### Clock distribution, run 1

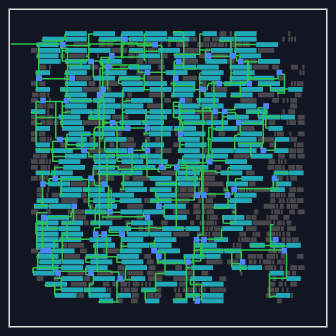
### Signal wires on met3, run 1

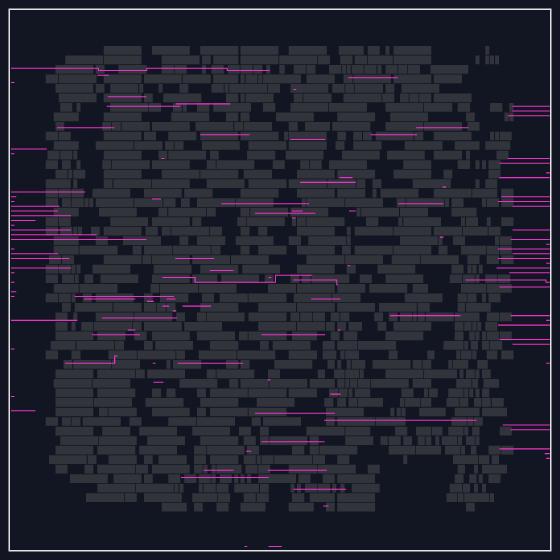
### Gate families picked out, run 1

Bar = 50 um.
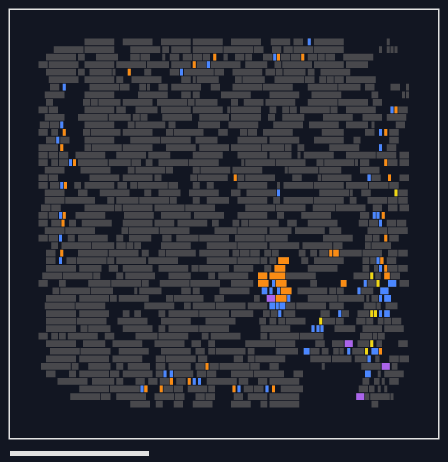
### Drive-strength map, run 1

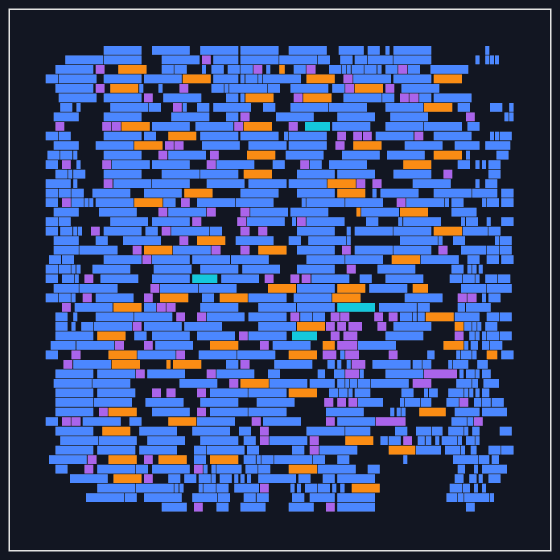
<file path="config.mk">
export PLATFORM = sky130hd
export DESIGN_NAME = l1_l2_request_queue
export DESIGN_NICKNAME = d
export VERILOG_FILES = /design/src/rtl/l2q_pkg.sv /design/src/rtl/l2q_fifo.sv /design/src/rtl/l1_l2_request_queue.sv
export SDC_FILE = /design/constraint.sdc
export NUM_CORES = 1
export LEC_CHECK = 0
export CORE_MARGIN = 10
export CORE_UTILIZATION = 58
export CTS_BUF_LIST = sky130_fd_sc_hd__clkbuf_4
export DETAILED_ROUTE_END_ITERATION = 10
export PLACE_DENSITY_LB_ADDON = 0.08
export SKIP_LAST_GASP = 1
export SYNTH_ARGS = -nofsm -noshare
export SYNTH_HDL_FRONTEND = slang
export SYNTH_SLANG_ARGS = --single-unit
</file>
<file path="constraint.sdc">
create_clock -name clk -period 4.3 [get_ports clk]
set_input_delay 0.645 -clock clk [delete_from_list [all_inputs] [get_ports clk]]
set_output_delay 0.645 -clock clk [all_outputs]
set_load 0.05 [all_outputs]
</file>
<file path="src/rtl/l2q_pkg.sv">
// Shared types and helpers for the L1-to-L2 request queue.
package l2q_pkg;

  typedef enum logic [1:0] {
    DATA_READ          = 2'b00,
    DATA_WRITE_THROUGH = 2'b01,
    INSTR_READ         = 2'b10,
    DATA_WRITE_BACK    = 2'b11
  } l2q_op_t;

  typedef enum logic [1:0] {
    IDLE      = 2'b00,
    ISSUE     = 2'b01,
    WAIT_RESP = 2'b10
  } l2q_state_t;

  // 64-byte L2 block
  localparam int unsigned L2Q_OFFSET_W = 6;

  function automatic logic is_read(input l2q_op_t op);
    return (op == DATA_READ) || (op == INSTR_READ);
  endfunction

endpackage

</file>
<file path="src/rtl/l2q_fifo.sv">
// Synchronous FIFO of {op, addr} request entries with occupancy flags.
// Pushes while full and pops while empty are ignored; pointers wrap modulo DEPTH.
module l2q_fifo
  import l2q_pkg::*;
#(
  parameter int unsigned DEPTH  = 8,
  parameter int unsigned ADDR_W = 32
) (
  input  logic                     clk,
  input  logic                     rst_n,
  input  logic                     push,
  input  l2q_op_t                  wr_op,
  input  logic [ADDR_W-1:0]        wr_addr,
  input  logic                     pop,
  output l2q_op_t                  rd_op,
  output logic [ADDR_W-1:0]        rd_addr,
  output logic [$clog2(DEPTH):0]   count,
  output logic                     full,
  output logic                     empty
);

  localparam int unsigned PW = $clog2(DEPTH);
  localparam logic [PW:0] DEPTH_C = (PW+1)'(DEPTH);

  logic [PW-1:0]     wr_ptr_q, wr_ptr_d;
  logic [PW-1:0]     rd_ptr_q, rd_ptr_d;
  logic [PW:0]       count_q, count_d;
  l2q_op_t           op_mem_q   [DEPTH];
  l2q_op_t           op_mem_d   [DEPTH];
  logic [ADDR_W-1:0] addr_mem_q [DEPTH];
  logic [ADDR_W-1:0] addr_mem_d [DEPTH];
  logic              push_ok, pop_ok;

  assign full    = (count_q == DEPTH_C);
  assign empty   = (count_q == '0);
  assign push_ok = push && !full;
  assign pop_ok  = pop && !empty;
  assign rd_op   = op_mem_q[rd_ptr_q];
  assign rd_addr = addr_mem_q[rd_ptr_q];
  assign count   = count_q;

  // Next pointers, occupancy and storage contents
  always_comb begin
    wr_ptr_d   = wr_ptr_q;
    rd_ptr_d   = rd_ptr_q;
    count_d    = count_q;
    op_mem_d   = op_mem_q;
    addr_mem_d = addr_mem_q;
    if (push_ok) begin
      op_mem_d[wr_ptr_q]   = wr_op;
      addr_mem_d[wr_ptr_q] = wr_addr;
      wr_ptr_d             = wr_ptr_q + PW'(1);
    end
    if (pop_ok) begin
      rd_ptr_d = rd_ptr_q + PW'(1);
    end
    if (push_ok && !pop_ok) begin
      count_d = count_q + (PW+1)'(1);
    end else if (!push_ok && pop_ok) begin
      count_d = count_q - (PW+1)'(1);
    end
  end

  // Pointer and occupancy registers
  always_ff @(posedge clk) begin
    if (!rst_n) begin
      wr_ptr_q <= '0;
      rd_ptr_q <= '0;
      count_q  <= '0;
    end else begin
      wr_ptr_q <= wr_ptr_d;
      rd_ptr_q <= rd_ptr_d;
      count_q  <= count_d;
    end
  end

  // Entry storage; contents are only meaningful between the pointers
  always_ff @(posedge clk) begin
    op_mem_q   <= op_mem_d;
    addr_mem_q <= addr_mem_d;
  end

endmodule

</file>
<file path="src/rtl/l1_l2_request_queue.sv">
// In-order L1-to-L2 request queue with a single outstanding L2 read.
// Optional statistics counters are enabled by defining L2Q_STATS_EN.
module l1_l2_request_queue
  import l2q_pkg::*;
#(
  parameter int unsigned DEPTH    = 8,
  parameter int unsigned ADDR_W   = 32,
  parameter int unsigned OFFSET_W = L2Q_OFFSET_W
) (
  input  logic                    clk,
  input  logic                    rst_n,
  input  logic                    req_valid,
  output logic                    req_ready,
  input  logic [1:0]              req_op,
  input  logic [ADDR_W-1:0]       req_addr,
  output logic                    l2_valid,
  input  logic                    l2_ready,
  output logic [1:0]              l2_op,
  output logic [ADDR_W-1:0]       l2_addr,
  input  logic                    l2_rvalid,
  output logic                    fill_valid,
  output logic [1:0]              fill_op,
  output logic [ADDR_W-1:0]       fill_addr,
  output logic [$clog2(DEPTH):0]  count,
  output logic                    busy
`ifdef L2Q_STATS_EN
  ,
  output logic [31:0]             stat_reads,
  output logic [31:0]             stat_writes,
  output logic [31:0]             stat_stalls
`endif
);

  localparam int unsigned CW = $clog2(DEPTH) + 1;
  localparam logic [ADDR_W-1:0] OFFSET_MASK = ADDR_W'((64'd1 << OFFSET_W) - 64'd1);

  l2q_state_t        state_q, state_d;
  logic              fill_valid_q, fill_valid_d;
  l2q_op_t           fill_op_q, fill_op_d;
  logic [ADDR_W-1:0] fill_addr_q, fill_addr_d;

  l2q_op_t           head_op;
  logic [ADDR_W-1:0] head_addr, head_aligned;
  logic [CW-1:0]     fifo_count;
  logic              fifo_full, fifo_empty;
  logic              push, pop;
  logic              l2_valid_int;

  assign push         = req_valid && !fifo_full;
  assign head_aligned = head_addr & ~OFFSET_MASK;

  // ISSUE is held off for the fill cycle so the next request follows the fill notification
  assign l2_valid_int = (state_q == ISSUE) && !fill_valid_q;

  l2q_fifo #(
    .DEPTH  (DEPTH),
    .ADDR_W (ADDR_W)
  ) u_fifo (
    .clk     (clk),
    .rst_n   (rst_n),
    .push    (push),
    .wr_op   (l2q_op_t'(req_op)),
    .wr_addr (req_addr),
    .pop     (pop),
    .rd_op   (head_op),
    .rd_addr (head_addr),
    .count   (fifo_count),
    .full    (fifo_full),
    .empty   (fifo_empty)
  );

  // Issue FSM: next state, head pop and fill notification
  always_comb begin
    state_d      = state_q;
    pop          = 1'b0;
    fill_valid_d = 1'b0;
    fill_op_d    = fill_op_q;
    fill_addr_d  = fill_addr_q;
    case (state_q)
      IDLE: begin
        if (!fifo_empty) state_d = ISSUE;
      end
      ISSUE: begin
        if (l2_valid_int && l2_ready) begin
          if (is_read(head_op)) begin
            state_d = WAIT_RESP;
          end else begin
            pop     = 1'b1;
            state_d = (fifo_count > CW'(1)) ? ISSUE : IDLE;
          end
        end
      end
      WAIT_RESP: begin
        if (l2_rvalid) begin
          pop          = 1'b1;
          fill_valid_d = 1'b1;
          fill_op_d    = head_op;
          fill_addr_d  = head_aligned;
          state_d      = (fifo_count > CW'(1)) ? ISSUE : IDLE;
        end
      end
      default: state_d = IDLE;
    endcase
  end

  // FSM state and fill notification registers
  always_ff @(posedge clk) begin
    if (!rst_n) begin
      state_q      <= IDLE;
      fill_valid_q <= 1'b0;
      fill_op_q    <= DATA_READ;
      fill_addr_q  <= '0;
    end else begin
      state_q      <= state_d;
      fill_valid_q <= fill_valid_d;
      fill_op_q    <= fill_op_d;
      fill_addr_q  <= fill_addr_d;
    end
  end

  assign req_ready  = !fifo_full;
  assign l2_valid   = l2_valid_int;
  assign l2_op      = l2_valid_int ? head_op : 2'b00;
  assign l2_addr    = l2_valid_int ? head_aligned : '0;
  assign fill_valid = fill_valid_q;
  assign fill_op    = fill_op_q;
  assign fill_addr  = fill_addr_q;
  assign count      = fifo_count;
  assign busy       = (fifo_count != '0) || (state_q != IDLE);

`ifdef L2Q_STATS_EN
  logic [31:0] stat_reads_q, stat_reads_d;
  logic [31:0] stat_writes_q, stat_writes_d;
  logic [31:0] stat_stalls_q, stat_stalls_d;

  // Saturating handshake and stall counters
  always_comb begin
    stat_reads_d  = stat_reads_q;
    stat_writes_d = stat_writes_q;
    stat_stalls_d = stat_stalls_q;
    if (l2_valid_int && l2_ready) begin
      if (is_read(head_op)) begin
        if (stat_reads_q != '1) stat_reads_d = stat_reads_q + 32'd1;
      end else begin
        if (stat_writes_q != '1) stat_writes_d = stat_writes_q + 32'd1;
      end
    end
    if (l2_valid_int && !l2_ready) begin
      if (stat_stalls_q != '1) stat_stalls_d = stat_stalls_q + 32'd1;
    end
  end

  // Statistics registers
  always_ff @(posedge clk) begin
    if (!rst_n) begin
      stat_reads_q  <= '0;
      stat_writes_q <= '0;
      stat_stalls_q <= '0;
    end else begin
      stat_reads_q  <= stat_reads_d;
      stat_writes_q <= stat_writes_d;
      stat_stalls_q <= stat_stalls_d;
    end
  end

  assign stat_reads  = stat_reads_q;
  assign stat_writes = stat_writes_q;
  assign stat_stalls = stat_stalls_q;
`endif

endmodule

</file>
==> metrics.yaml, run 1 <==
die-width_um: 154
critPathMaxFanout: 31
r2r_slack_ns: 1.05
post_cts_resized: 0
fin_ws_ns: 0.367
clock_path_buffers: 3
cp.required_ns: 3.65
final_cells: 1013
intPower_mw: 4.51
clock_buffers: 110
pg_clk_mw: 2.19
biggestCellCategory: "registers"
p_comb_mw: 1.13
min-delay-start: "fill_addr[27]"
yosys-top-cells-count: "edfxtp_1, mux4_2, nand2_1"
p_switching_mw: 1.78
setup_viol: 0
drv_cap: 0
final-clk-cell-share: 0.0726
io_buffers: 96
grt_max_degree: 55
top_area_cell: "edfxtp_1"
async_reset_ff_frac: 0
ys_area_um2: 10500
drive_gt1_frac: 0.258
synth_area_um2: 10500
syn2layout_area_growth_pct: 21.0
fillers: 1140
postPlaceCellArea_um2: 11700
synth_warnings: 0
drcViolationCount: 0
ys_cells: 574
lay_top_cells: "edfxtp_1, clkbuf_4, clkdlybuf4s50_1, mux4_2, nand2_1"
ff_type: "edfxtp_1"
hold_buffers: 0
p_clk_frac: 0.349
period_used_share: 0.915
wl_met3_um: 1270
sw_frac_of_total: 0.283
worstMarginPinSlew_ns: 0.914
fin_hold_ws_ns: 0.498
place_inst: 884
reg2reg_to: "u_fifo.count[3]"
postRouteAntennaNets: 0
diodes: 1
endpoint: "l2_addr[14]"
grt_pass1_wl_um: 33600
gr-usage-met1: 0.206
grt_use_met2: 0.311
dr.pass1.iters: 5
timing.fmax_ghz: 0.254
postLayoutCellArea_um2: 12700
edf_count: 224
maxUsedRoutingLayer: "met4"
top_cell_area_share: 0.643
fin_crit_ns: 3.93
numCtsBuffers: 70
num_io_pins: 115
cp_data_arrival_time_ns: 3.29
floorplan.core_util: 0.587
wl_met2_um: 11200
outcome: "finished, final reports clean"
holdPathEnd: "fill_addr[27]"
dieArea_um2: 23800
wl_um: 21600
synth_area_per_cell_um2: 18.2
seq_area_um2: 7550
worst_r2r_startpoint: "u_fifo.rd_ptr_q[0]"
cts_tree: "yes"
post-place-ws_ns: 1.01
yosysMostFrequentCell: "edfxtp_1"
sh_comb_area: 0.217
clock-sinks: 265
ys_types: 40
bufAreaShareNonClock: 0.0885
clk_pin_slew_ns: 0.06
r2r_cells: 10
lay_top_count: "edfxtp_1"
powerDensity_nw_per_um2: 496
hp-class: "flop to flop"
seq_share: 0.596
hold_viol: 0
die_h_um: 154
path_class: "flop to primary output"
layout.area.comb_um2: 2750
power-top-group: "sequential cells"
seq_cells: 265
gr-usage-all-layers: 0.181
gr-max-usage-layer: "met2"
syn_inst: 574
holdPathStages: 1
n_all_buffers: 113
grt.overflow.total: 0
worst_setup_path_start_kind: "flop"
warnings: 38
clockRootBuffer: "clkbuf_4"
ir_drop_uv: 382
ys_ff: 265
power.share.combinational: 0.180
p_total_mw: 6.29
leakagePower_nw: 4.50
ys_top_cells_by_area: "edfxtp_1, mux4_2, dfxtp_1"
place.gp.congestion: 0.735
drv_slew: 0
inverters: 8
cp-end-kind: "primary output"
crit_path_start: "u_fifo.rd_ptr_q[1]"
post-route-util: 0.710
slew_headroom: 0.391
comb_cells: 269
num_rows: 49
fin_tns_setup_ns: 0
ys_seq_frac: 0.721
via_count: 5639
seqPwrFrac: 0.472
drt_iter0_drc: 346
clk_latency_ns: 0.65
fin_skew_ns: 0.0268
antenna_found_initial: 1
fp.coreArea_um2: 17800
place_hpwl_um: 13100
htreeDepth: 3
grt_setup_unrepaired: "no"
use_met3: 0.0516
wl_met1_um: 8720
postCtsSetupBuffers: 0
final_net_count: 777
post_drt_wl_per_cell_um: 21.3
grt_pass1_vias: 6232
via_per_inst: 5.57
seq_power_mw: 2.96
tap_cells: 229
About 'Clock distribution':
[clock drivers] blue | count: 70
[flip-flops] cyan | count: 265
[clock wires] green | length: 3240 um
flops lie: spread over the die
routed clock nets: 71

About 'Signal wires on met3':
longest straight run: 43.2 um
share of all routed wire: 5.9%
nets with wire on the layer: 86
main direction: horizontal
wire length on this layer: 1270 um

About 'Gate families picked out':
| family | colour | cells |
|---|---|---|
| nand cells | blue | 55 |
| inv cells | yellow | 8 |
| nor cells | orange | 41 |
| xor and xnor cells | purple | 4 |

About 'Drive-strength map':
| size | colour | cells | share | most used |
|---|---|---|---|---|
| _0 and _1 cells | blue | 581 | 74% | edfxtp_1 |
| _3 and _4 cells | purple | 134 | 17% | clkbuf_4 |
| _2 cells | orange | 64 | 8.2% | mux4_2 |
| _6 and larger | cyan | 4 | 0.51% | buf_12 |

run 1: worst max-delay path, cell delays in order, from the launching register on:
cell,delay [ns]
dfxtp_2,0.87
buf_12,0.30
mux4_2,0.33
mux2i_1,0.32
nor2_1,0.08
clkdlybuf4s50_1,0.74
run 1: logic make-up after synthesis:
logic type	share of synthesized area
DFF	0.721
adders and majority gates	0.0132
buffers and inverters	0.0258
and+or+nand+nor	0.0467
AOI/OAI and AO/OA	0.0402
other	0.000358
muxes	0.149
xor gates and xnor gates	0.00335
run 1: state kept, by name (all words and copies together) (netlist names):
name / cells
fill_addr: 26
fill_op: 2
fill_valid: 1
state_q: 2
u_fifo.addr_mem_q: 208
u_fifo.count: 4
u_fifo.op_mem_q: 16
u_fifo.rd_ptr_q: 3
u_fifo.wr_ptr_q: 3
==> run 1 -> run 2 <==
--- a/config.mk
+++ b/config.mk
@@ -5,9 +5,9 @@
 export SDC_FILE = /design/constraint.sdc
 export NUM_CORES = 1
 export LEC_CHECK = 0
-export CORE_MARGIN = 10
 export CORE_UTILIZATION = 58
 export CTS_BUF_LIST = sky130_fd_sc_hd__clkbuf_4
+export CTS_CLUSTER_DIAMETER = 50
 export DETAILED_ROUTE_END_ITERATION = 10
 export PLACE_DENSITY_LB_ADDON = 0.08
 export SKIP_LAST_GASP = 1
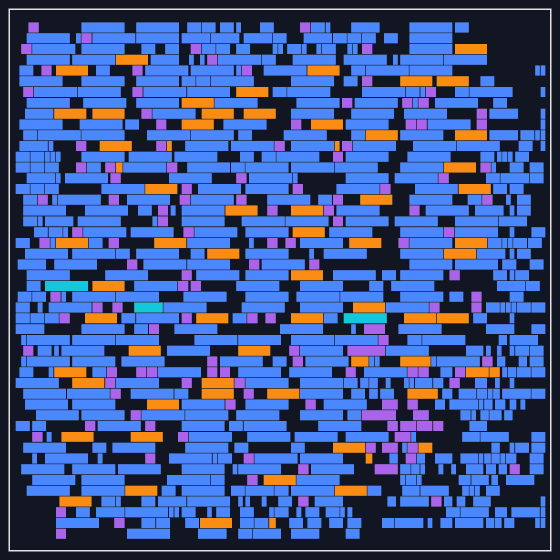
*Drive-strength map, run 2*
| size | colour | cells | share | most used |
|---|---|---|---|---|
| _0 and _1 cells | blue | 580 | 74% | edfxtp_1 |
| _6 and larger | cyan | 3 | 0.39% | bufinv_16 |
| _3 and _4 cells | purple | 131 | 17% | clkbuf_4 |
| _2 cells | orange | 65 | 8.3% | mux4_2 |

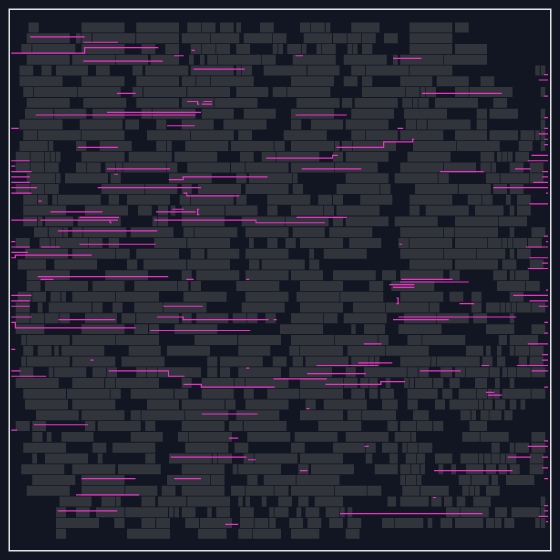
*Signal wires on met3, run 2*
wire length on this layer: 1280 um
nets with wire on the layer: 101
share of all routed wire: 6.2%

==> metrics.yaml, run 2 <==
outcome: "finished, final reports clean"
postPlaceCellArea_um2: 11700
synth_warnings: 0
seqPwrFrac: 0.472
synth_area_um2: 10500
fillers: 1129
setup_viol: 0
drcViolationCount: 0
largest_reg_flops: 208
edf_count: 224
place_inst: 881
grt.overflow.total: 0
grt_use_met2: 0.387
min-delay-start: "fill_addr[21]"
p_comb_mw: 1.11
p_switching_mw: 1.77
grt_pass1_vias: 5900
clk_pin_slew_ns: 0.07
timing.fmax_ghz: 0.250
fin_hold_ws_ns: 0.499
p_clk_frac: 0.350
clock-sinks: 265
powerDensity_nw_per_um2: 496
place.gp.congestion: 0.784
holdPathEnd: "fill_addr[21]"
post_cts_resized: 0
hp-class: "flop to flop"
wl_um: 20700
period_used_share: 0.929
clock_path_buffers: 3
wl_met1_um: 8580
drt_iter0_drc: 340
path_class: "flop to primary output"
syn_inst: 574
ys_area_um2: 10500
die-width_um: 136
grt_max_degree: 55
use_met3: 0.0604
drive_gt1_frac: 0.255
post_drt_wl_per_cell_um: 20.6
sw_frac_of_total: 0.282
yosysMostFrequentCell: "edfxtp_1"
clk_latency_ns: 0.66
worst_setup_path_start_kind: "flop"
worst_r2r_startpoint: "u_fifo.rd_ptr_q[1]"
hold_buffers: 0
power-top-group: "sequential cells"
warnings: 38
slowest_delay_ns: 0.92
synth_area_per_cell_um2: 18.2
drv_slew: 0
ys_types: 40
ir_drop_uv: 371
syn2layout_area_growth_pct: 20.7
grt_pass1_wl_um: 31600
lay_top_cells: "edfxtp_1, clkbuf_4, clkdlybuf4s50_1, mux4_2, nand2_1"
async_reset_ff_frac: 0
num_io_pins: 115
fin_crit_ns: 4.00
numCtsBuffers: 68
gr-usage-all-layers: 0.237
htreeDepth: 3
post-route-util: 0.723
cp.depth: 5
p_total_mw: 6.27
gr-usage-met1: 0.303
cp-end-kind: "primary output"
via_per_inst: 5.65
r2r_cells: 9
largest_register: "u_fifo.addr_mem_q"
yosys-top-cells-count: "edfxtp_1, mux4_2, nand2_1"
layout.area.comb_um2: 2750
top_cell_area_share: 0.643
cpLargestDelayFamily: "buffers and inverters"
wl_met2_um: 10300
leakagePower_nw: 4.48
lay_top_count: "edfxtp_1"
wl_met3_um: 1280
postRouteAntennaNets: 0
critPathMaxFanout: 34
antenna_found_initial: 1
maxUsedRoutingLayer: "met4"
intPower_mw: 4.50
cp_data_arrival_time_ns: 3.35
pg_clk_mw: 2.19
fin_skew_ns: 0.0453
grt_setup_unrepaired: "no"
top_area_cell: "edfxtp_1"
slew_headroom: 0.385
final_cells: 1005
num_rows: 48
ff_type: "edfxtp_1"
floorplan.core_util: 0.599
ys_ff: 265
power.share.combinational: 0.178
seq_power_mw: 2.96
io_buffers: 96
crit_chain: "buf_4, mux4_2, mux2i_1, nor2_1, clkdlybuf4s50_1"
seq_area_um2: 7550
r2r_slack_ns: 1.00
via_count: 5678
reg2reg_to: "u_fifo.count[3]"
drv_cap: 0
postCtsSetupBuffers: 0
place_hpwl_um: 11700
fin_tns_setup_ns: 0
endpoint: "l2_op[1]"
fin_ws_ns: 0.305
slowest_stage: "dfxtp_2"
crit_path_start: "u_fifo.rd_ptr_q[1]"
critPathBufInv: 2
gr-max-usage-layer: "met2"
fp.coreArea_um2: 17500
cts_tree: "yes"
final_net_count: 776
die_h_um: 136
ys_cells: 574
clockRootBuffer: "clkbuf_4"
post-place-ws_ns: 0.998
cp.required_ns: 3.65
dr.pass1.iters: 4
ys_top_cells_by_area: "edfxtp_1, mux4_2, dfxtp_1"
worstMarginPinSlew_ns: 0.922
hold_viol: 0
holdPathStages: 1
ys_seq_frac: 0.721
dieArea_um2: 18600
postLayoutCellArea_um2: 12600
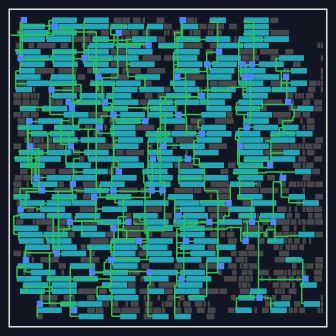
*Clock distribution, run 2*
[clock drivers] blue | count: 68
[flip-flops] cyan | count: 265
[clock wires] green | length: 3260 um
flops lie: spread over the die

==> run 2: cell counts after synthesis <==
Identical to the previous run, type by type.
==> run 2: cells by family after synthesis <==
logic type / synth area share
adder cells (fa/ha/maj): 0.0132
AND-OR/OR-AND: 0.0402
multiplexers: 0.149
XOR/XNOR: 0.00335
other: 0.000358
flip-flops: 0.721
buffers and inverters: 0.0258
AND/OR/NAND/NOR: 0.0467
==> run 2: area by class of cell <==
class | count | area share
Sequential cell | 265 | 0.598
Multi-Input combinational cell | 269 | 0.218
Timing Repair Buffer | 114 | 0.0874
Clock buffer | 103 | 0.0612
Tap cell | 225 | 0.0223
Clock inverter | 20 | 0.0106
Inverter | 8 | 0.00238
Antenna cell | 1 | 0.000198
==> run 2 -> run 3 <==
--- a/config.mk
+++ b/config.mk
@@ -10,6 +10,7 @@
 export CTS_CLUSTER_DIAMETER = 50
 export DETAILED_ROUTE_END_ITERATION = 10
 export PLACE_DENSITY_LB_ADDON = 0.08
+export RECOVER_POWER = 25
 export SKIP_LAST_GASP = 1
 export SYNTH_ARGS = -nofsm -noshare
 export SYNTH_HDL_FRONTEND = slang
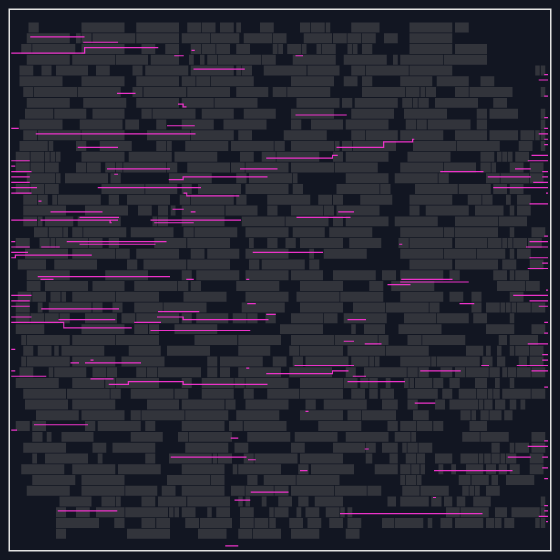
*Signal wires on met3, run 3*
share of all routed wire: 5.6%
main direction: horizontal
nets with wire on the layer: 98
wire length on this layer: 1160 um

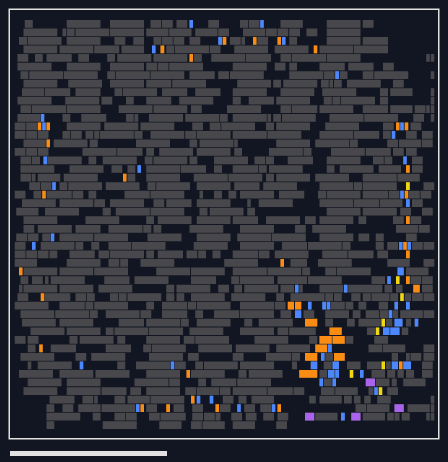
*Gate families picked out, run 3*
Bar = 50 um.
| family | colour | cells |
|---|---|---|
| nor cells | orange | 41 |
| nand cells | blue | 55 |
| inv cells | yellow | 8 |
| xor and xnor cells | purple | 4 |

==> metrics.yaml, run 3 <==
outcome: "finished, final reports clean"
maxUsedRoutingLayer: "met4"
antenna_found_initial: 2
intPower_mw: 4.50
postRouteAntennaNets: 0
top_cell_area_share: 0.643
leakagePower_nw: 4.49
wl_um: 20700
path_class: "flop to primary output"
xor_share: 0.00335
warnings: 38
hold_viol: 0
cp.required_ns: 3.65
syn_inst: 574
drt_iter0_drc: 308
floorplan.core_util: 0.599
gr-max-usage-layer: "met2"
worstMarginPinSlew_ns: 0.906
fin_crit_ns: 3.96
ys_ff: 265
grt_pass1_vias: 5900
via_count: 5666
mux_share: 0.149
largest_register: "u_fifo.addr_mem_q"
power-top-group: "sequential cells"
pg_clk_mw: 2.19
sw_frac_of_total: 0.282
die_h_um: 136
holdPathStages: 1
ys_area_um2: 10500
fin_tns_setup_ns: 0
slew_headroom: 0.396
dr.pass1.iters: 5
drv_slew: 0
numCtsBuffers: 68
p_total_mw: 6.26
ys_top_cells_by_area: "edfxtp_1, mux4_2, dfxtp_1"
seq_power_mw: 2.96
seqPwrFrac: 0.473
worst_setup_path_start_kind: "flop"
post-route-util: 0.723
final_cells: 1006
clock-sinks: 265
grt_setup_unrepaired: "no"
dieArea_um2: 18600
synthAoiAreaFrac: 0.0402
place.gp.congestion: 0.784
fin_ws_ns: 0.337
fin_hold_ws_ns: 0.500
largest_reg_flops: 208
fp.coreArea_um2: 17500
synth_area_per_cell_um2: 18.2
period_used_share: 0.922
synth_warnings: 0
async_reset_ff_frac: 0
crit_path_start: "u_fifo.rd_ptr_q[1]"
drv_cap: 0
p_comb_mw: 1.11
edf_count: 224
ir_drop_uv: 372
power.share.combinational: 0.177
gr-usage-met1: 0.303
lay_top_cells: "edfxtp_1, clkbuf_4, clkdlybuf4s50_1, mux4_2, nand2_1"
grt_max_degree: 55
place_inst: 881
postCtsSetupBuffers: 0
cp_data_arrival_time_ns: 3.32
timing.fmax_ghz: 0.252
hp-class: "flop to flop"
postLayoutCellArea_um2: 12600
via_per_inst: 5.63
die-width_um: 136
synth_adder_area_share: 0.0132
ys_cells: 574
post-place-ws_ns: 0.998
final_net_count: 776
wl_met3_um: 1160
hold_buffers: 0
lay_top_count: "edfxtp_1"
yosysMostFrequentCell: "edfxtp_1"
num_rows: 48
postPlaceCellArea_um2: 11700
p_clk_frac: 0.350
clock_path_buffers: 3
place_hpwl_um: 11700
r2r_cells: 10
top_logic_kind: "multiplexers"
grt_pass1_wl_um: 31600
fin_skew_ns: 0.0489
cts_tree: "yes"
grt.overflow.total: 0
critPathMaxFanout: 34
syn2layout_area_growth_pct: 20.7
use_met3: 0.0604
drcViolationCount: 0
wl_met2_um: 10300
clk_latency_ns: 0.66
num_io_pins: 115
simple_gate_share: 0.0467
htreeDepth: 3
ys_seq_frac: 0.721
ys_types: 40
cp-end-kind: "primary output"
powerDensity_nw_per_um2: 496
setup_viol: 0
clk_pin_slew_ns: 0.07
post_cts_resized: 0
top_area_cell: "edfxtp_1"
drive_gt1_frac: 0.255
ff_type: "edfxtp_1"
min-delay-start: "fill_addr[21]"
yosys-top-cells-count: "edfxtp_1, mux4_2, nand2_1"
wl_met1_um: 8670
synth_area_um2: 10500
clockRootBuffer: "clkbuf_4"
io_buffers: 96
p_switching_mw: 1.77
worst_r2r_startpoint: "u_fifo.rd_ptr_q[0]"
gr-usage-all-layers: 0.237
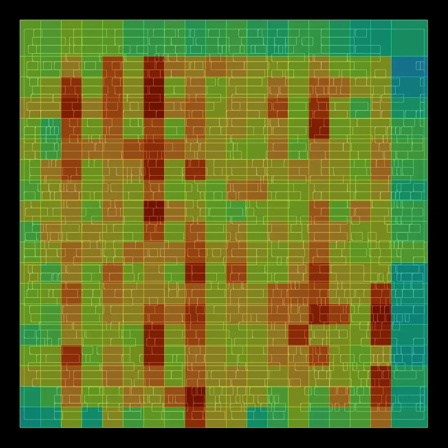
*Routing congestion map, run 3*
met2 global-route usage: 0.387
average wire per standard cell: 20.6 um

## run 3: area by class of cell
cell class	count	area [um^2]
clock buffer	103	773
fill	1129	4840
tap	225	282
multi-input combinational	269	2750
sequential	265	7550
clock inverter	20	134
timing repair buffer	114	1100
inverter	8	30.0
antenna	2	5.00
## run 3: critical path, stage by stage (launching register included)
cell             delay (ns)
dfxtp_2                0.91
buf_4                  0.39
mux4_2                 0.34
mux2i_1                0.25
nor2_1                 0.07
clkdlybuf4s50_1        0.70
## run 3: path summary, 6_finish.rpt
path                                        end  slack (ns)
worst min-delay path              fill_addr[21]        0.50
worst max-delay path                   l2_op[1]        0.34
worst min register to register    fill_addr[21]        0.50
worst max register to register  u_fifo.count[3]        1.00
No activity file was given, so power comes from the tool's default toggle rates.
